`config.mk`:
```
export PLATFORM = sky130hd
export DESIGN_NAME = seq_core_hazard_ctrl_flat
export DESIGN_NICKNAME = d
export VERILOG_FILES = /design/src/rtl/seq_core_hazard_ctrl_pkg.sv /design/src/rtl/seq_core_hazard_ctrl_if.sv /design/src/rtl/seq_core_scoreboard.sv /design/src/rtl/seq_core_hazard_ctrl.sv /design/src/flat_wrapper.sv
export SDC_FILE = /design/constraint.sdc
export NUM_CORES = 1
export LEC_CHECK = 0
export CELL_PAD_IN_SITES_DETAIL_PLACEMENT = 1
export CELL_PAD_IN_SITES_GLOBAL_PLACEMENT = 2
export CORE_MARGIN = 2
export CORE_UTILIZATION = 29
export CTS_CLUSTER_SIZE = 30
export DETAILED_ROUTE_END_ITERATION = 10
export HOLD_SLACK_MARGIN = 0.12
export PLACE_DENSITY = 0.88
export SETUP_SLACK_MARGIN = 0.02
export SYNTH_ARGS = -nofsm -noshare
export SYNTH_HDL_FRONTEND = slang
export SYNTH_HIERARCHICAL = 1
export SYNTH_SLANG_ARGS = --single-unit
```
`constraint.sdc`:
```
create_clock -name clk -period 3.2 [get_ports clk]
set_input_delay 0.48 -clock clk [delete_from_list [all_inputs] [get_ports clk]]
set_output_delay 0.48 -clock clk [all_outputs]
set_load 0.03 [all_outputs]
```
`src/rtl/seq_core_hazard_ctrl_pkg.sv`:
```
// -----------------------------------------------------------------------------
// seq_core_hazard_ctrl_pkg
// Shared types and constants for the seq_core pipeline hazard controller.
//   hc_state_e : controller FSM encoding (HC_RUN, HC_FLUSH, HC_DRAIN, HC_HALTED)
//   PEND_W     : width of each per-register pending-write counter
//   src_hazard : helper folding "source used", "register busy" and
//                "bypass can satisfy it" into a single RAW hazard bit
// -----------------------------------------------------------------------------
package seq_core_hazard_ctrl_pkg;

  localparam int PEND_W = 2;

  typedef enum logic [1:0] {
    HC_RUN    = 2'd0,
    HC_FLUSH  = 2'd1,
    HC_DRAIN  = 2'd2,
    HC_HALTED = 2'd3
  } hc_state_e;

  // A source is a hazard when it is read, has an outstanding write and the
  // writeback bypass cannot deliver the value this cycle.
  function automatic logic src_hazard(input logic use_src,
                                      input logic busy,
                                      input logic fwd_ok);
    return use_src & busy & ~fwd_ok;
  endfunction

endpackage

```
`src/rtl/seq_core_hazard_ctrl_if.sv`:
```
// -----------------------------------------------------------------------------
// seq_core_hazard_ctrl_if
// Bundle between the seq_core datapath and the hazard controller.
//   Read stage : rd_valid, rd_src1/_use, rd_src2/_use, rd_dst/_we, rd_is_halt
//   Execute    : ex_branch_taken, ex_mem_busy
//   Writeback  : wb_valid, wb_dst
//   Control    : issue, stall_fetch, stall_read, flush, halted, busy_regs, sb_err
// modport master : the datapath side (drives stage status, receives control)
// modport slave  : the hazard controller
// -----------------------------------------------------------------------------
interface seq_core_hazard_ctrl_if #(
  parameter int NR_REGS = 8,
  parameter int R_SIZE  = 3
);
  logic              rd_valid;
  logic [R_SIZE-1:0] rd_src1;
  logic              rd_src1_use;
  logic [R_SIZE-1:0] rd_src2;
  logic              rd_src2_use;
  logic [R_SIZE-1:0] rd_dst;
  logic              rd_dst_we;
  logic              rd_is_halt;
  logic              ex_branch_taken;
  logic              ex_mem_busy;
  logic              wb_valid;
  logic [R_SIZE-1:0] wb_dst;

  logic              issue;
  logic              stall_fetch;
  logic              stall_read;
  logic              flush;
  logic              halted;
  logic [NR_REGS-1:0] busy_regs;
  logic              sb_err;

  modport master (
    output rd_valid, rd_src1, rd_src1_use, rd_src2, rd_src2_use,
           rd_dst, rd_dst_we, rd_is_halt, ex_branch_taken, ex_mem_busy,
           wb_valid, wb_dst,
    input  issue, stall_fetch, stall_read, flush, halted, busy_regs, sb_err
  );

  modport slave (
    input  rd_valid, rd_src1, rd_src1_use, rd_src2, rd_src2_use,
           rd_dst, rd_dst_we, rd_is_halt, ex_branch_taken, ex_mem_busy,
           wb_valid, wb_dst,
    output issue, stall_fetch, stall_read, flush, halted, busy_regs, sb_err
  );
endinterface

```
`src/rtl/seq_core_scoreboard.sv`:
```
// -----------------------------------------------------------------------------
// seq_core_scoreboard
// Per-register pending-write counters for seq_core.
//   clk, rst_n     : clock, asynchronous active-low reset
//   inc_en/inc_idx : an instruction writing inc_idx issues this cycle
//   dec_en/dec_idx : writeback commits dec_idx this cycle
//   busy_regs      : bit i = pending[i] != 0
//   pend_max_vec   : bit i = pending[i] == PEND_MAX (no further writes allowed)
//   pend_one_vec   : bit i = pending[i] == 1 (single write outstanding)
//   sb_err         : sticky, writeback seen for a register with nothing pending
// -----------------------------------------------------------------------------
module seq_core_scoreboard
  import seq_core_hazard_ctrl_pkg::*;
#(
  parameter int NR_REGS  = 8,
  parameter int R_SIZE   = 3,
  parameter int PEND_MAX = 2
) (
  input  logic               clk,
  input  logic               rst_n,
  input  logic               inc_en,
  input  logic [R_SIZE-1:0]  inc_idx,
  input  logic               dec_en,
  input  logic [R_SIZE-1:0]  dec_idx,
  output logic [NR_REGS-1:0] busy_regs,
  output logic [NR_REGS-1:0] pend_max_vec,
  output logic [NR_REGS-1:0] pend_one_vec,
  output logic               sb_err
);

  logic [NR_REGS-1:0] underflow;
  logic               sb_err_reg;

  generate
    for (genvar gi = 0; gi < NR_REGS; gi++) begin : g_cnt
      logic              inc_hit;
      logic              dec_hit;
      logic [PEND_W-1:0] pending_reg;

      assign inc_hit = inc_en && (inc_idx == R_SIZE'(gi));
      assign dec_hit = dec_en && (dec_idx == R_SIZE'(gi));

      assign busy_regs[gi]    = (pending_reg != '0);
      assign pend_max_vec[gi] = (pending_reg == PEND_W'(PEND_MAX));
      assign pend_one_vec[gi] = (pending_reg == PEND_W'(1));

      // A same-cycle issue and writeback on one register cancel out, so only
      // a lone writeback against an empty counter is an error.
      assign underflow[gi] = dec_hit && !inc_hit && (pending_reg == '0);

      // Counter saturates at both ends; the hazard logic never issues a write
      // to a register already at PEND_MAX, the clamp just keeps it safe.
      always_ff @(posedge clk or negedge rst_n) begin
        if (!rst_n) begin
          pending_reg <= '0;
        end else if (inc_hit && !dec_hit) begin
          if (pending_reg != PEND_W'(PEND_MAX))
            pending_reg <= pending_reg + 1'b1;
        end else if (dec_hit && !inc_hit) begin
          if (pending_reg != '0)
            pending_reg <= pending_reg - 1'b1;
        end
      end
    end
  endgenerate

  always_ff @(posedge clk or negedge rst_n) begin
    if (!rst_n)
      sb_err_reg <= 1'b0;
    else if (|underflow)
      sb_err_reg <= 1'b1;
  end

  assign sb_err = sb_err_reg;

endmodule

```
`src/rtl/seq_core_hazard_ctrl.sv`:
```
// -----------------------------------------------------------------------------
// seq_core_hazard_ctrl
// Pipeline control for the 3-stage seq_core (fetch -> read -> execute/wb).
// Detects RAW / write-overflow hazards against the pending-write scoreboard,
// flushes after taken branches, holds issue while memory is busy and drains
// the pipeline before halting on HALT.
//   clk, rst_n : clock, asynchronous active-low reset
//   hc (slave) : read-stage instruction info, execute/writeback status in;
//                issue, stall_fetch, stall_read, flush, halted, busy_regs,
//                sb_err out
// Build option: define SEQ_CORE_FORWARD_EN to let a source satisfied by the
// writeback bypass in the same cycle issue without a stall.
// -----------------------------------------------------------------------------
module seq_core_hazard_ctrl
  import seq_core_hazard_ctrl_pkg::*;
#(
  parameter int NR_REGS      = 8,
  parameter int R_SIZE       = 3,
  parameter int PEND_MAX     = 2,
  parameter int FLUSH_CYCLES = 1
) (
  input logic                  clk,
  input logic                  rst_n,
  seq_core_hazard_ctrl_if.slave hc
);

`ifdef SEQ_CORE_FORWARD_EN
  localparam bit FWD_EN = 1'b1;
`else
  localparam bit FWD_EN = 1'b0;
`endif

  hc_state_e          state_reg, state_next;
  logic [1:0]         flush_cnt_reg, flush_cnt_next;

  logic [NR_REGS-1:0] busy_vec;
  logic [NR_REGS-1:0] max_vec;
  logic [NR_REGS-1:0] one_vec;
  logic               sb_err_w;

  logic               fwd1, fwd2;
  logic               hazard;
  logic               issue_w, stall_w, flush_w, halted_w;

  seq_core_scoreboard #(
    .NR_REGS  (NR_REGS),
    .R_SIZE   (R_SIZE),
    .PEND_MAX (PEND_MAX)
  ) u_scoreboard (
    .clk          (clk),
    .rst_n        (rst_n),
    .inc_en       (issue_w & hc.rd_dst_we),
    .inc_idx      (hc.rd_dst),
    .dec_en       (hc.wb_valid),
    .dec_idx      (hc.wb_dst),
    .busy_regs    (busy_vec),
    .pend_max_vec (max_vec),
    .pend_one_vec (one_vec),
    .sb_err       (sb_err_w)
  );

  // Bypass only covers the last outstanding write: with two in flight the
  // committing value is not the one the reader needs.
  assign fwd1 = FWD_EN && hc.wb_valid && (hc.wb_dst == hc.rd_src1) && one_vec[hc.rd_src1];
  assign fwd2 = FWD_EN && hc.wb_valid && (hc.wb_dst == hc.rd_src2) && one_vec[hc.rd_src2];

  assign hazard = src_hazard(hc.rd_src1_use, busy_vec[hc.rd_src1], fwd1)
                | src_hazard(hc.rd_src2_use, busy_vec[hc.rd_src2], fwd2)
                | (hc.rd_dst_we & max_vec[hc.rd_dst]);

  always_ff @(posedge clk or negedge rst_n) begin
    if (!rst_n) begin
      state_reg     <= HC_RUN;
      flush_cnt_reg <= 2'd0;
    end else begin
      state_reg     <= state_next;
      flush_cnt_reg <= flush_cnt_next;
    end
  end

  // The branch cycle itself is the first flush cycle (flush asserted
  // combinationally in RUN); HC_FLUSH covers the remaining FLUSH_CYCLES-1.
  // flush_cnt holds the number of flush cycles already spent.
  always_comb begin
    state_next     = state_reg;
    flush_cnt_next = flush_cnt_reg;
    issue_w        = 1'b0;
    stall_w        = 1'b0;
    flush_w        = 1'b0;
    halted_w       = 1'b0;

    case (state_reg)
      HC_RUN: begin
        flush_w = hc.ex_branch_taken;
        issue_w = hc.rd_valid & ~hazard & ~hc.ex_mem_busy & ~hc.ex_branch_taken;
        stall_w = hc.rd_valid & ~issue_w & ~hc.ex_branch_taken;
        if (hc.ex_branch_taken) begin
          if (FLUSH_CYCLES > 1) begin
            state_next     = HC_FLUSH;
            flush_cnt_next = 2'd1;
          end
        end else if (issue_w && hc.rd_is_halt) begin
          state_next = HC_DRAIN;
        end
      end

      HC_FLUSH: begin
        flush_w = 1'b1;
        if (hc.ex_branch_taken) begin
          flush_cnt_next = 2'd1;
        end else if (int'(flush_cnt_reg) + 1 >= FLUSH_CYCLES) begin
          state_next     = HC_RUN;
          flush_cnt_next = 2'd0;
        end else begin
          flush_cnt_next = flush_cnt_reg + 2'd1;
        end
      end

      // Branches here squash the front end but cannot redirect the core:
      // the HALT has already issued.
      HC_DRAIN: begin
        stall_w = 1'b1;
        flush_w = hc.ex_branch_taken;
        if (busy_vec == '0)
          state_next = HC_HALTED;
      end

      HC_HALTED: begin
        stall_w  = 1'b1;
        halted_w = 1'b1;
      end

      default: begin
        state_next = HC_RUN;
      end
    endcase
  end

  // rst_n gates the decoded controls so the pipeline sees all-quiet the
  // moment reset asserts, regardless of what the read stage presents.
  assign hc.issue       = rst_n & issue_w;
  assign hc.stall_fetch = rst_n & stall_w;
  assign hc.stall_read  = rst_n & stall_w;
  assign hc.flush       = rst_n & flush_w;
  assign hc.halted      = rst_n & halted_w;
  assign hc.busy_regs   = busy_vec;
  assign hc.sb_err      = sb_err_w;

endmodule

```
`src/flat_wrapper.sv`:
```
// flat-port wrapper written by rule: the top's interface ports become plain ports
module seq_core_hazard_ctrl_flat import seq_core_hazard_ctrl_pkg::*;
#(
  parameter int NR_REGS      = 8,
  parameter int R_SIZE       = 3,
  parameter int PEND_MAX     = 2,
  parameter int FLUSH_CYCLES = 1
)
  (clk, rst_n, hc_rd_valid, hc_rd_src1, hc_rd_src1_use, hc_rd_src2, hc_rd_src2_use, hc_rd_dst, hc_rd_dst_we, hc_rd_is_halt, hc_ex_branch_taken, hc_ex_mem_busy, hc_wb_valid, hc_wb_dst, hc_issue, hc_stall_fetch, hc_stall_read, hc_flush, hc_halted, hc_busy_regs, hc_sb_err);
  seq_core_hazard_ctrl_if #(.NR_REGS(NR_REGS), .R_SIZE(R_SIZE)) hc_i ();
  input logic clk;
  input logic rst_n;
  input wire logic [$bits(hc_i.rd_valid)-1:0] hc_rd_valid;
  input wire logic [$bits(hc_i.rd_src1)-1:0] hc_rd_src1;
  input wire logic [$bits(hc_i.rd_src1_use)-1:0] hc_rd_src1_use;
  input wire logic [$bits(hc_i.rd_src2)-1:0] hc_rd_src2;
  input wire logic [$bits(hc_i.rd_src2_use)-1:0] hc_rd_src2_use;
  input wire logic [$bits(hc_i.rd_dst)-1:0] hc_rd_dst;
  input wire logic [$bits(hc_i.rd_dst_we)-1:0] hc_rd_dst_we;
  input wire logic [$bits(hc_i.rd_is_halt)-1:0] hc_rd_is_halt;
  input wire logic [$bits(hc_i.ex_branch_taken)-1:0] hc_ex_branch_taken;
  input wire logic [$bits(hc_i.ex_mem_busy)-1:0] hc_ex_mem_busy;
  input wire logic [$bits(hc_i.wb_valid)-1:0] hc_wb_valid;
  input wire logic [$bits(hc_i.wb_dst)-1:0] hc_wb_dst;
  output wire logic [$bits(hc_i.issue)-1:0] hc_issue;
  output wire logic [$bits(hc_i.stall_fetch)-1:0] hc_stall_fetch;
  output wire logic [$bits(hc_i.stall_read)-1:0] hc_stall_read;
  output wire logic [$bits(hc_i.flush)-1:0] hc_flush;
  output wire logic [$bits(hc_i.halted)-1:0] hc_halted;
  output wire logic [$bits(hc_i.busy_regs)-1:0] hc_busy_regs;
  output wire logic [$bits(hc_i.sb_err)-1:0] hc_sb_err;
  assign hc_i.rd_valid = hc_rd_valid;
  assign hc_i.rd_src1 = hc_rd_src1;
  assign hc_i.rd_src1_use = hc_rd_src1_use;
  assign hc_i.rd_src2 = hc_rd_src2;
  assign hc_i.rd_src2_use = hc_rd_src2_use;
  assign hc_i.rd_dst = hc_rd_dst;
  assign hc_i.rd_dst_we = hc_rd_dst_we;
  assign hc_i.rd_is_halt = hc_rd_is_halt;
  assign hc_i.ex_branch_taken = hc_ex_branch_taken;
  assign hc_i.ex_mem_busy = hc_ex_mem_busy;
  assign hc_i.wb_valid = hc_wb_valid;
  assign hc_i.wb_dst = hc_wb_dst;
  assign hc_issue = hc_i.issue;
  assign hc_stall_fetch = hc_i.stall_fetch;
  assign hc_stall_read = hc_i.stall_read;
  assign hc_flush = hc_i.flush;
  assign hc_halted = hc_i.halted;
  assign hc_busy_regs = hc_i.busy_regs;
  assign hc_sb_err = hc_i.sb_err;
  seq_core_hazard_ctrl #(.NR_REGS(NR_REGS), .R_SIZE(R_SIZE), .PEND_MAX(PEND_MAX), .FLUSH_CYCLES(FLUSH_CYCLES)) u_core (.clk(clk), .rst_n(rst_n), .hc(hc_i));
endmodule
```
Figure 1. I/O pins on the die edge (run 1).
Pins as bars across the die edge, other pins in gray.
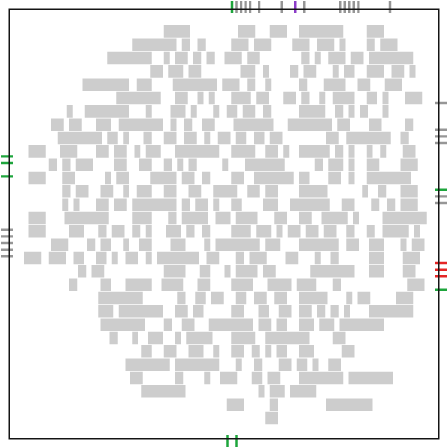
port	color	pins	direction	edge
hc_busy_regs	green	8	output	3 left, 2 right, 2 bottom, 1 top
hc_rd_dst_we	purple	1	input	top
hc_rd_dst	red	3	input	right
all pins by edge	15 top, 11 right, 8 left, 2 bottom
Die X: 87.3 um
Die Height: 87.3 um
# port buffers: 35

Figure 2. Placed cells, one color a class (run 1).
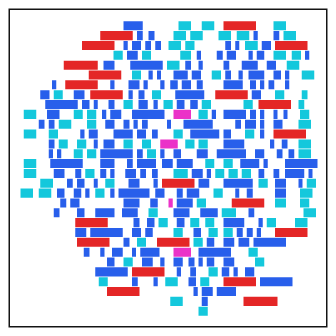
class	color	cells	share of their area
clock drivers and dummy loads	magenta	4	1.5%
sequential cells	red	21	17%
combinational and other logic	blue	209	55%
remaining buffers and delay cells	cyan	96	26%
core footprint: 6760 sq um
Post-Layout Inst Area: 3150 sq um
Util after Layout: 46.6%

==> impl_metrics.json, run 1 <==
{
  "status": "finished, final reports clean",
  "mi_logic_area_sq_um": 1550,
  "finClkSkew_ns": 0.00356,
  "lay_top_cells": "60 x buf_4, 30 x clkdlybuf4s50_1, 20 x o21ai_0",
  "worstHoldStart": "u_core/flush_cnt_reg[1]",
  "cp.depth": 13,
  "holdCritPathClass": "reg -> reg",
  "sh_seq_area_pct": 16.8,
  "cap_violations": 0,
  "n_all_buffers": 96,
  "antenna_found_initial": 0,
  "filler_cell_count": 807,
  "register_area_sq_um": 528,
  "place.detailed.hpwl_um": 5070,
  "grt_pass1_wl_um": 10600,
  "pg_clk_mw": 0.192,
  "period_needed_ns": 3.14,
  "crit_buf_inv": 3,
  "grtUsageMet1_pct": 23.4,
  "numCtsBuffers": 3,
  "yosysWarnings": 6,
  "clkCellAreaFrac_pct": 1.43,
  "holdWs_ns": 0.494,
  "swShare_pct": 42.9,
  "p_per_area_nw_per_um2": 589,
  "top_usage_layer": "met2",
  "grt_pass1_vias": 2281,
  "reg2reg_to": "u_core/u_scoreboard/sb_err",
  "slowest_delay_ns": 0.46,
  "syn_avg_cell_area_sq_um": 8.72,
  "antenna_left": 0,
  "path_max_fanout": 5,
  "cts.sinks": 21,
  "endpoint": "u_core/u_scoreboard/sb_err",
  "cts_hold_buf": 0,
  "r2r_cells": 13,
  "pwr-share-clk_pct": 10.4,
  "avgViaCountPerCell": 5.36,
  "setup-tns-final_ns": 0,
  "tightest_slew_ns": 0.557,
  "setup.worst_path.class": "reg -> reg",
  "critPathSlowestCell": "mux4_2",
  "core.rowCount": 30,
  "syn-instance-count": 231,
  "power-top-group": "combinational logic",
  "vias": 2197,
  "rsz0062_at_grt": "yes",
  "root_buffer": "clkbuf_8",
  "log.warning_count": 37
}
Figure 3. Routing congestion map (run 1).
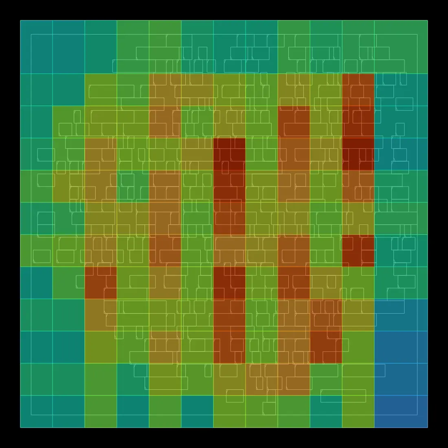
met2 GRT Util: 30.9%
met3 Resource Use GR: 1.52%

Figure 4. Signal wires by layer (run 1).
Only two layers are drawn.
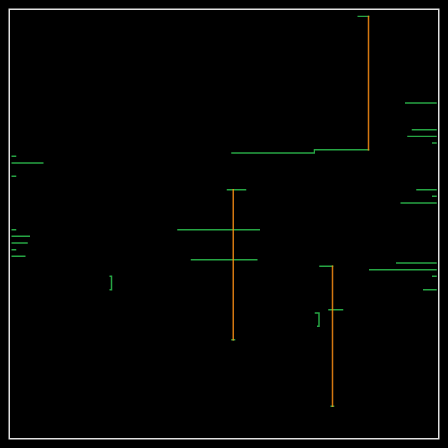

==> run 2: changes to the inputs <==
--- a/config.mk
+++ b/config.mk
@@ -7,7 +7,6 @@
 export LEC_CHECK = 0
 export CELL_PAD_IN_SITES_DETAIL_PLACEMENT = 1
 export CELL_PAD_IN_SITES_GLOBAL_PLACEMENT = 2
-export CORE_MARGIN = 2
 export CORE_UTILIZATION = 29
 export CTS_CLUSTER_SIZE = 30
 export DETAILED_ROUTE_END_ITERATION = 10
Figure 5. Signal wires by layer (run 2).
Only two layers are drawn.
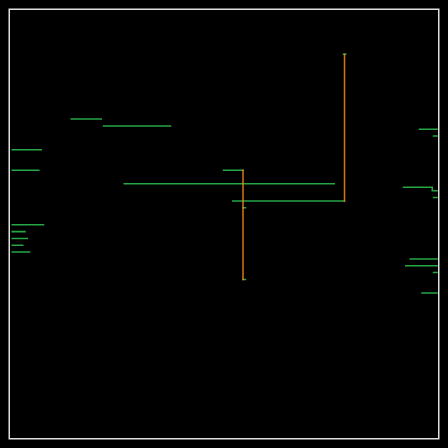
layer	color	wire length
metal 4	orange	51.0 um
metal 3	green	144 um
final wirelength: 6380 um
Wirelength per Cell: 16.0 um
All-Layer GR Usage: 17.9%

==> impl_metrics.json, run 2 <==
{
  "core.rowCount": 30,
  "root_buffer": "clkbuf_8",
  "numCtsBuffers": 3,
  "n_all_buffers": 84,
  "antenna_left": 0,
  "lay_top_cells": "49 x buf_4, 30 x clkdlybuf4s50_1, 24 x inv_2",
  "endpoint": "u_core/u_scoreboard/sb_err",
  "pg_clk_mw": 0.189,
  "vias": 2087,
  "p_per_area_nw_per_um2": 578,
  "setup-tns-final_ns": 0,
  "die_h_um": 85.3,
  "clkCellAreaFrac_pct": 1.53,
  "cts_hold_buf": 0,
  "cp.depth": 13,
  "cap_violations": 0,
  "slowest_delay_ns": 0.47,
  "grt_pass1_vias": 2198,
  "rsz0062_at_grt": "yes",
  "die_width_um": 85.3,
  "path_max_fanout": 4,
  "tightest_slew_ns": 0.524,
  "holdWs_ns": 0.493,
  "reg2reg_to": "u_core/u_scoreboard/sb_err",
  "sh_seq_area_pct": 17.4,
  "holdCritPathClass": "reg -> reg",
  "core_area_sq_um": 6760,
  "worstHoldStart": "u_core/flush_cnt_reg[1]",
  "avgViaCountPerCell": 5.24,
  "filler_cell_count": 790,
  "io_buffers": 35,
  "mi_logic_area_sq_um": 1530,
  "status": "finished, final reports clean",
  "design_area_sq_um": 3030,
  "utilization_pct": 44.9
}
Figure 6. Routing congestion map (run 2).
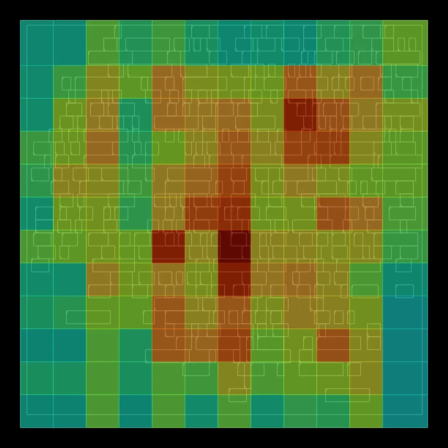
routing usage on met1: 22.6%
met3 Resource Use GR: 1.17%
Most Crowded Layer GR: met2

Power and IR drop assume default switching activity.
